$ cat src/rtl/pipe_control_unit_if.sv
// Handshake and control bus between the instruction source and pipe_control_unit.
// master drives instruction/memory status, slave (the control unit) drives control strobes.
interface pipe_control_unit_if #(
    parameter int OPCODE_W = 9,
    parameter int ALU_FN_W = 3
);
    logic                instr_valid;
    logic [OPCODE_W-1:0] opcode;
    logic                instr_ready;
    logic                stall_in;
    logic                flush;
    logic                mem_ready;
    logic                mem_en;
    logic                rw;
    logic                data_read;
    logic                data_write;
    logic [ALU_FN_W-1:0] alu_function;
    logic                ctrl_valid;
    logic                busy;
    logic                mem_timeout;
    logic                illegal;

    modport master (
        output instr_valid, opcode, stall_in, flush, mem_ready,
        input  instr_ready, mem_en, rw, data_read, data_write,
               alu_function, ctrl_valid, busy, mem_timeout, illegal
    );

    modport slave (
        input  instr_valid, opcode, stall_in, flush, mem_ready,
        output instr_ready, mem_en, rw, data_read, data_write,
               alu_function, ctrl_valid, busy, mem_timeout, illegal
    );
endinterface

$ cat src/rtl/pipe_control_unit.sv
// Single-issue pipeline control unit: decodes opcodes into registered strobes and waits on memory.
// Optional macro CU_ILLEGAL_TRAP_EN traps unrecognised opcodes in TRAP until flush/reset.
module pipe_control_unit #(
    parameter int OPCODE_W    = 9,
    parameter int ALU_FN_W    = 3,
    parameter int MEM_TIMEOUT = 8
) (
    input  logic                 clk,
    input  logic                 rst_n,
    pipe_control_unit_if.slave   bus
);
    typedef enum logic [1:0] {
        IDLE     = 2'd0,
        ISSUE    = 2'd1,
        MEM_WAIT = 2'd2,
        TRAP     = 2'd3
    } state_t;

    typedef struct packed {
        logic                mem_en;
        logic                rw;
        logic                data_read;
        logic                data_write;
        logic [ALU_FN_W-1:0] fn;
        logic                ctrl_valid;
    } ctrl_t;

    localparam logic [OPCODE_W-1:0] OP_LOAD  = OPCODE_W'(1);
    localparam logic [OPCODE_W-1:0] OP_STORE = OPCODE_W'(2);
    localparam logic [OPCODE_W-1:0] OP_ADD   = OPCODE_W'(3);
    localparam logic [OPCODE_W-1:0] OP_NOT   = OPCODE_W'(4);
    localparam logic [OPCODE_W-1:0] OP_NOP   = OPCODE_W'(5);
    localparam logic [7:0]          CNT_LAST = 8'(MEM_TIMEOUT - 1);

    state_t     state_q;
    logic [7:0] cnt_q;
    ctrl_t      ctrl_q;
    logic       mem_timeout_q;
    ctrl_t      ctrl_d;
    logic       mem_op_d;
    logic       accept;
`ifdef CU_ILLEGAL_TRAP_EN
    logic       known_d;
    logic       illegal_q;
`endif

    always_comb begin
        ctrl_d            = '0;
        ctrl_d.ctrl_valid = 1'b1;
        mem_op_d          = 1'b0;
`ifdef CU_ILLEGAL_TRAP_EN
        known_d           = 1'b1;
`endif
        case (bus.opcode)
            OP_LOAD: begin
                ctrl_d.mem_en     = 1'b1;
                ctrl_d.rw         = 1'b1;
                ctrl_d.data_write = 1'b1;
                ctrl_d.fn         = ALU_FN_W'(2'b00);
                mem_op_d          = 1'b1;
            end
            OP_STORE: begin
                ctrl_d.mem_en    = 1'b1;
                ctrl_d.data_read = 1'b1;
                ctrl_d.fn        = ALU_FN_W'(2'b10);
                mem_op_d         = 1'b1;
            end
            OP_ADD: begin
                ctrl_d.data_read  = 1'b1;
                ctrl_d.data_write = 1'b1;
                ctrl_d.fn         = ALU_FN_W'(2'b11);
            end
            OP_NOT: begin
                ctrl_d.data_read  = 1'b1;
                ctrl_d.data_write = 1'b1;
                ctrl_d.fn         = ALU_FN_W'(2'b01);
            end
            OP_NOP: begin
            end
            default: begin
`ifdef CU_ILLEGAL_TRAP_EN
                known_d = 1'b0;
`endif
            end
        endcase
    end

    assign bus.instr_ready = rst_n && (state_q == IDLE || state_q == ISSUE)
                             && !bus.stall_in && !bus.flush;
    assign accept          = bus.instr_valid && bus.instr_ready;

    always_ff @(posedge clk) begin
        if (!rst_n) begin
            state_q       <= IDLE;
            cnt_q         <= '0;
            ctrl_q        <= '0;
            mem_timeout_q <= 1'b0;
`ifdef CU_ILLEGAL_TRAP_EN
            illegal_q     <= 1'b0;
`endif
        end else begin
            mem_timeout_q <= 1'b0;
            if (bus.flush) begin
                state_q   <= IDLE;
                cnt_q     <= '0;
                ctrl_q    <= '0;
`ifdef CU_ILLEGAL_TRAP_EN
                illegal_q <= 1'b0;
`endif
            end else begin
                case (state_q)
                    MEM_WAIT: begin
                        // Completion and timeout are evaluated regardless of stall_in.
                        if (bus.mem_ready || cnt_q == CNT_LAST) begin
                            state_q       <= IDLE;
                            cnt_q         <= '0;
                            ctrl_q        <= '0;
                            mem_timeout_q <= !bus.mem_ready;
                        end else begin
                            cnt_q <= cnt_q + 8'd1;
                        end
                    end
                    TRAP: begin
                    end
                    default: begin
                        if (!bus.stall_in) begin
                            if (accept) begin
`ifdef CU_ILLEGAL_TRAP_EN
                                if (!known_d) begin
                                    ctrl_q    <= '0;
                                    illegal_q <= 1'b1;
                                    state_q   <= TRAP;
                                end else
`endif
                                begin
                                    ctrl_q  <= ctrl_d;
                                    cnt_q   <= '0;
                                    state_q <= mem_op_d ? MEM_WAIT : ISSUE;
                                end
                            end else begin
                                ctrl_q  <= '0;
                                state_q <= IDLE;
                            end
                        end
                    end
                endcase
            end
        end
    end

    assign bus.mem_en       = ctrl_q.mem_en;
    assign bus.rw           = ctrl_q.rw;
    assign bus.data_read    = ctrl_q.data_read;
    assign bus.data_write   = ctrl_q.data_write;
    assign bus.alu_function = ctrl_q.fn;
    assign bus.ctrl_valid   = ctrl_q.ctrl_valid;
    assign bus.busy         = (state_q == MEM_WAIT) || (state_q == TRAP);
    assign bus.mem_timeout  = mem_timeout_q;
`ifdef CU_ILLEGAL_TRAP_EN
    assign bus.illegal      = illegal_q;
`else
    assign bus.illegal      = 1'b0;
`endif
endmodule
$ cat src/flat_wrapper.sv
// flat-port wrapper written by rule: the top's interface ports become plain ports
module pipe_control_unit_flat 
#(
    parameter int OPCODE_W    = 9,
    parameter int ALU_FN_W    = 3,
    parameter int MEM_TIMEOUT = 8
)
  (clk, rst_n, bus_instr_valid, bus_opcode, bus_stall_in, bus_flush, bus_mem_ready, bus_instr_ready, bus_mem_en, bus_rw, bus_data_read, bus_data_write, bus_alu_function, bus_ctrl_valid, bus_busy, bus_mem_timeout, bus_illegal);
  pipe_control_unit_if #(.OPCODE_W(OPCODE_W), .ALU_FN_W(ALU_FN_W)) bus_i ();
  input  logic clk;
  input  logic rst_n;
  input wire logic [$bits(bus_i.instr_valid)-1:0] bus_instr_valid;
  input wire logic [$bits(bus_i.opcode)-1:0] bus_opcode;
  input wire logic [$bits(bus_i.stall_in)-1:0] bus_stall_in;
  input wire logic [$bits(bus_i.flush)-1:0] bus_flush;
  input wire logic [$bits(bus_i.mem_ready)-1:0] bus_mem_ready;
  output wire logic [$bits(bus_i.instr_ready)-1:0] bus_instr_ready;
  output wire logic [$bits(bus_i.mem_en)-1:0] bus_mem_en;
  output wire logic [$bits(bus_i.rw)-1:0] bus_rw;
  output wire logic [$bits(bus_i.data_read)-1:0] bus_data_read;
  output wire logic [$bits(bus_i.data_write)-1:0] bus_data_write;
  output wire logic [$bits(bus_i.alu_function)-1:0] bus_alu_function;
  output wire logic [$bits(bus_i.ctrl_valid)-1:0] bus_ctrl_valid;
  output wire logic [$bits(bus_i.busy)-1:0] bus_busy;
  output wire logic [$bits(bus_i.mem_timeout)-1:0] bus_mem_timeout;
  output wire logic [$bits(bus_i.illegal)-1:0] bus_illegal;
  assign bus_i.instr_valid = bus_instr_valid;
  assign bus_i.opcode = bus_opcode;
  assign bus_i.stall_in = bus_stall_in;
  assign bus_i.flush = bus_flush;
  assign bus_i.mem_ready = bus_mem_ready;
  assign bus_instr_ready = bus_i.instr_ready;
  assign bus_mem_en = bus_i.mem_en;
  assign bus_rw = bus_i.rw;
  assign bus_data_read = bus_i.data_read;
  assign bus_data_write = bus_i.data_write;
  assign bus_alu_function = bus_i.alu_function;
  assign bus_ctrl_valid = bus_i.ctrl_valid;
  assign bus_busy = bus_i.busy;
  assign bus_mem_timeout = bus_i.mem_timeout;
  assign bus_illegal = bus_i.illegal;
  pipe_control_unit #(.OPCODE_W(OPCODE_W), .ALU_FN_W(ALU_FN_W), .MEM_TIMEOUT(MEM_TIMEOUT)) u_core (.clk(clk), .rst_n(rst_n), .bus(bus_i));
endmodule
$ cat config.mk
export PLATFORM = sky130hd
export DESIGN_NAME = pipe_control_unit_flat
export DESIGN_NICKNAME = d
export VERILOG_FILES = /design/src/rtl/pipe_control_unit_if.sv /design/src/rtl/pipe_control_unit.sv /design/src/flat_wrapper.sv
export SDC_FILE = /design/constraint.sdc
export NUM_CORES = 1
export LEC_CHECK = 0
export ABC_AREA = 1
export CORE_MARGIN = 1
export CORE_UTILIZATION = 35
export DETAILED_ROUTE_END_ITERATION = 7
export SETUP_SLACK_MARGIN = 0.15
export SLEW_MARGIN = 20
export SYNTH_ARGS = -nofsm -noshare
export SYNTH_HDL_FRONTEND = slang
export SYNTH_SLANG_ARGS = --single-unit
export TNS_END_PERCENT = 50
$ cat constraint.sdc
create_clock -name clk -period 1.45 [get_ports clk]
set_clock_uncertainty 0.15 [all_clocks]
set_input_delay 0.29 -clock clk [delete_from_list [all_inputs] [get_ports clk]]
set_output_delay 0.29 -clock clk [all_outputs]
set_load 0.05 [all_outputs]
==> flow_metrics.env <==
# flow metrics
export IMPL_area_growth_pct=76.9
export IMPL_grt_max_degree=13
export IMPL_setup_viol=3
export IMPL_syn_area_per_cell_um2=6.78
export IMPL_grt_overflow=0
export IMPL_p_per_area_nw_per_um2=504
export IMPL_hold_ws_ns=0.344
export IMPL_status="finished, violations left"
export IMPL_finalPower_mw=0.882
export IMPL_ys_flops=17
export IMPL_wl_met2_um=1330
export IMPL_failed_checks="setup timing"
export IMPL_rsz0062_at_grt="yes"
export IMPL_edf_count=0
export IMPL_crit_path_end_kind="primary output"
export IMPL_worst_path_stages=3
export IMPL_dpl_worst_slack_ns=-0.346
export IMPL_io_buffer_count=24
export IMPL_instances_no_fill=217
export IMPL_r2r_cells=8
export IMPL_met1Wirelength_um=1110
export IMPL_cp_max_fo=4
export IMPL_clockRootBuffer="clkbuf_4"
export IMPL_worstHoldStart="u_core.cnt_q[7]"
export IMPL_regMostFlops="u_core.cnt_q"
export IMPL_logic_family="simple AND/OR/NAND/NOR gates"
export IMPL_worstSetupEndpoint="bus_mem_en"
export IMPL_tool_warnings=29
export IMPL_layout_setup_ws_ns=-0.0514
## final cells by class
type | count | area share
Inverter | 23 | 0.0586
Timing Repair Buffer | 40 | 0.267
Tap cell | 30 | 0.0214
Multi-Input combinational cell | 103 | 0.430
Sequential cell | 17 | 0.209
Clock buffer | 4 | 0.0150
## cells in the mapped netlist (3+ instances only)
cell type | n | area share
a21oi_1 | 16 | 0.081
dfxtp_1 | 17 | 0.34
inv_1 | 18 | 0.068
inv_2 | 4 | 0.015
nand2_1 | 35 | 0.13
nand3_1 | 15 | 0.076
nor2_1 | 14 | 0.053
nor2_2 | 3 | 0.019
## cells by family after synthesis
family,after synthesis
adder cells (fa/ha/maj),1
AND-OR/OR-AND,21
flip-flops,17
AND/OR/NAND/NOR,78
buffers and inverters,27
XOR/XNOR,1
other,1
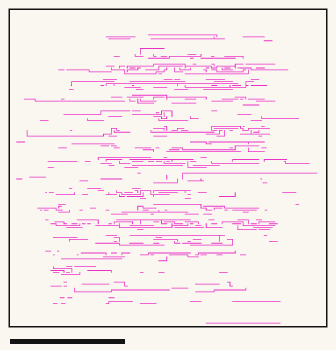
**Above:** M1 wires.
The bar under the picture is 20 um long.
nets with wire on the layer = 175
main direction = horizontal

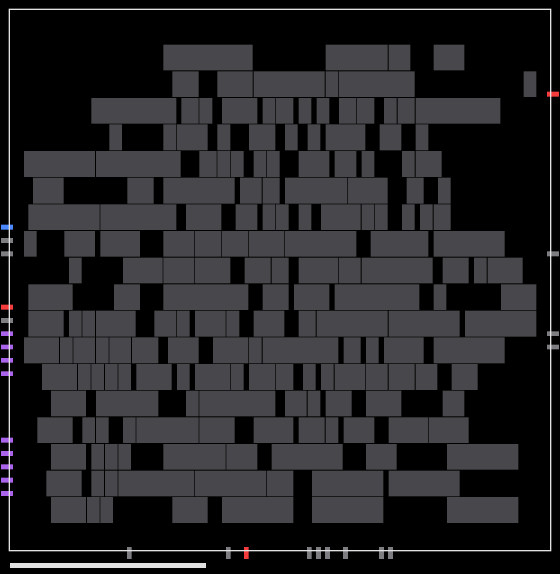
**Above:** pin map.
The bar under the picture is 20 um long. Pins as bars across the die edge, other pins in grey.
purple -> bus_opcode  # pins 9, direction input, edge left
blue -> bus_illegal  # pins 1, direction output, edge left
red -> bus_alu_function  # pins 3, direction output, edge 1 left, 1 bottom, 1 right
all pins by edge = 14 left, 9 bottom, 4 right

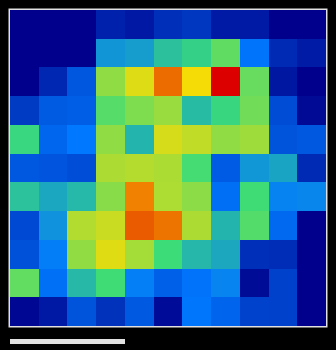
**Above:** wire density map.
The bar under the picture is 20 um long. The die is cut into 11 by 11 equal tiles; dark blue is low, red is high, scaled to the fullest tile. Values are wire area over tile area, all layers added.
nearly empty tiles = 13%
mean over tiles = 0.13
fullest tile = 0.40
emptiest ninth of the die = top left
densest ninth of the die = middle

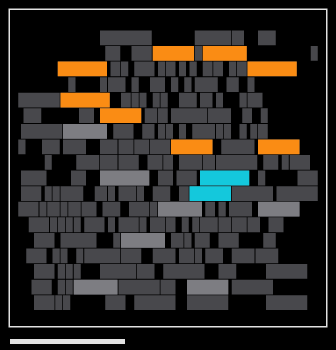
**Above:** sequential cells coloured by netlist name.
The bar under the picture is 20 um long. Other sequential cells in the stronger grey, the rest of the logic in the fainter grey.
orange -> u_core.cnt_q  # flops 8
cyan -> u_core.state_q  # flops 2

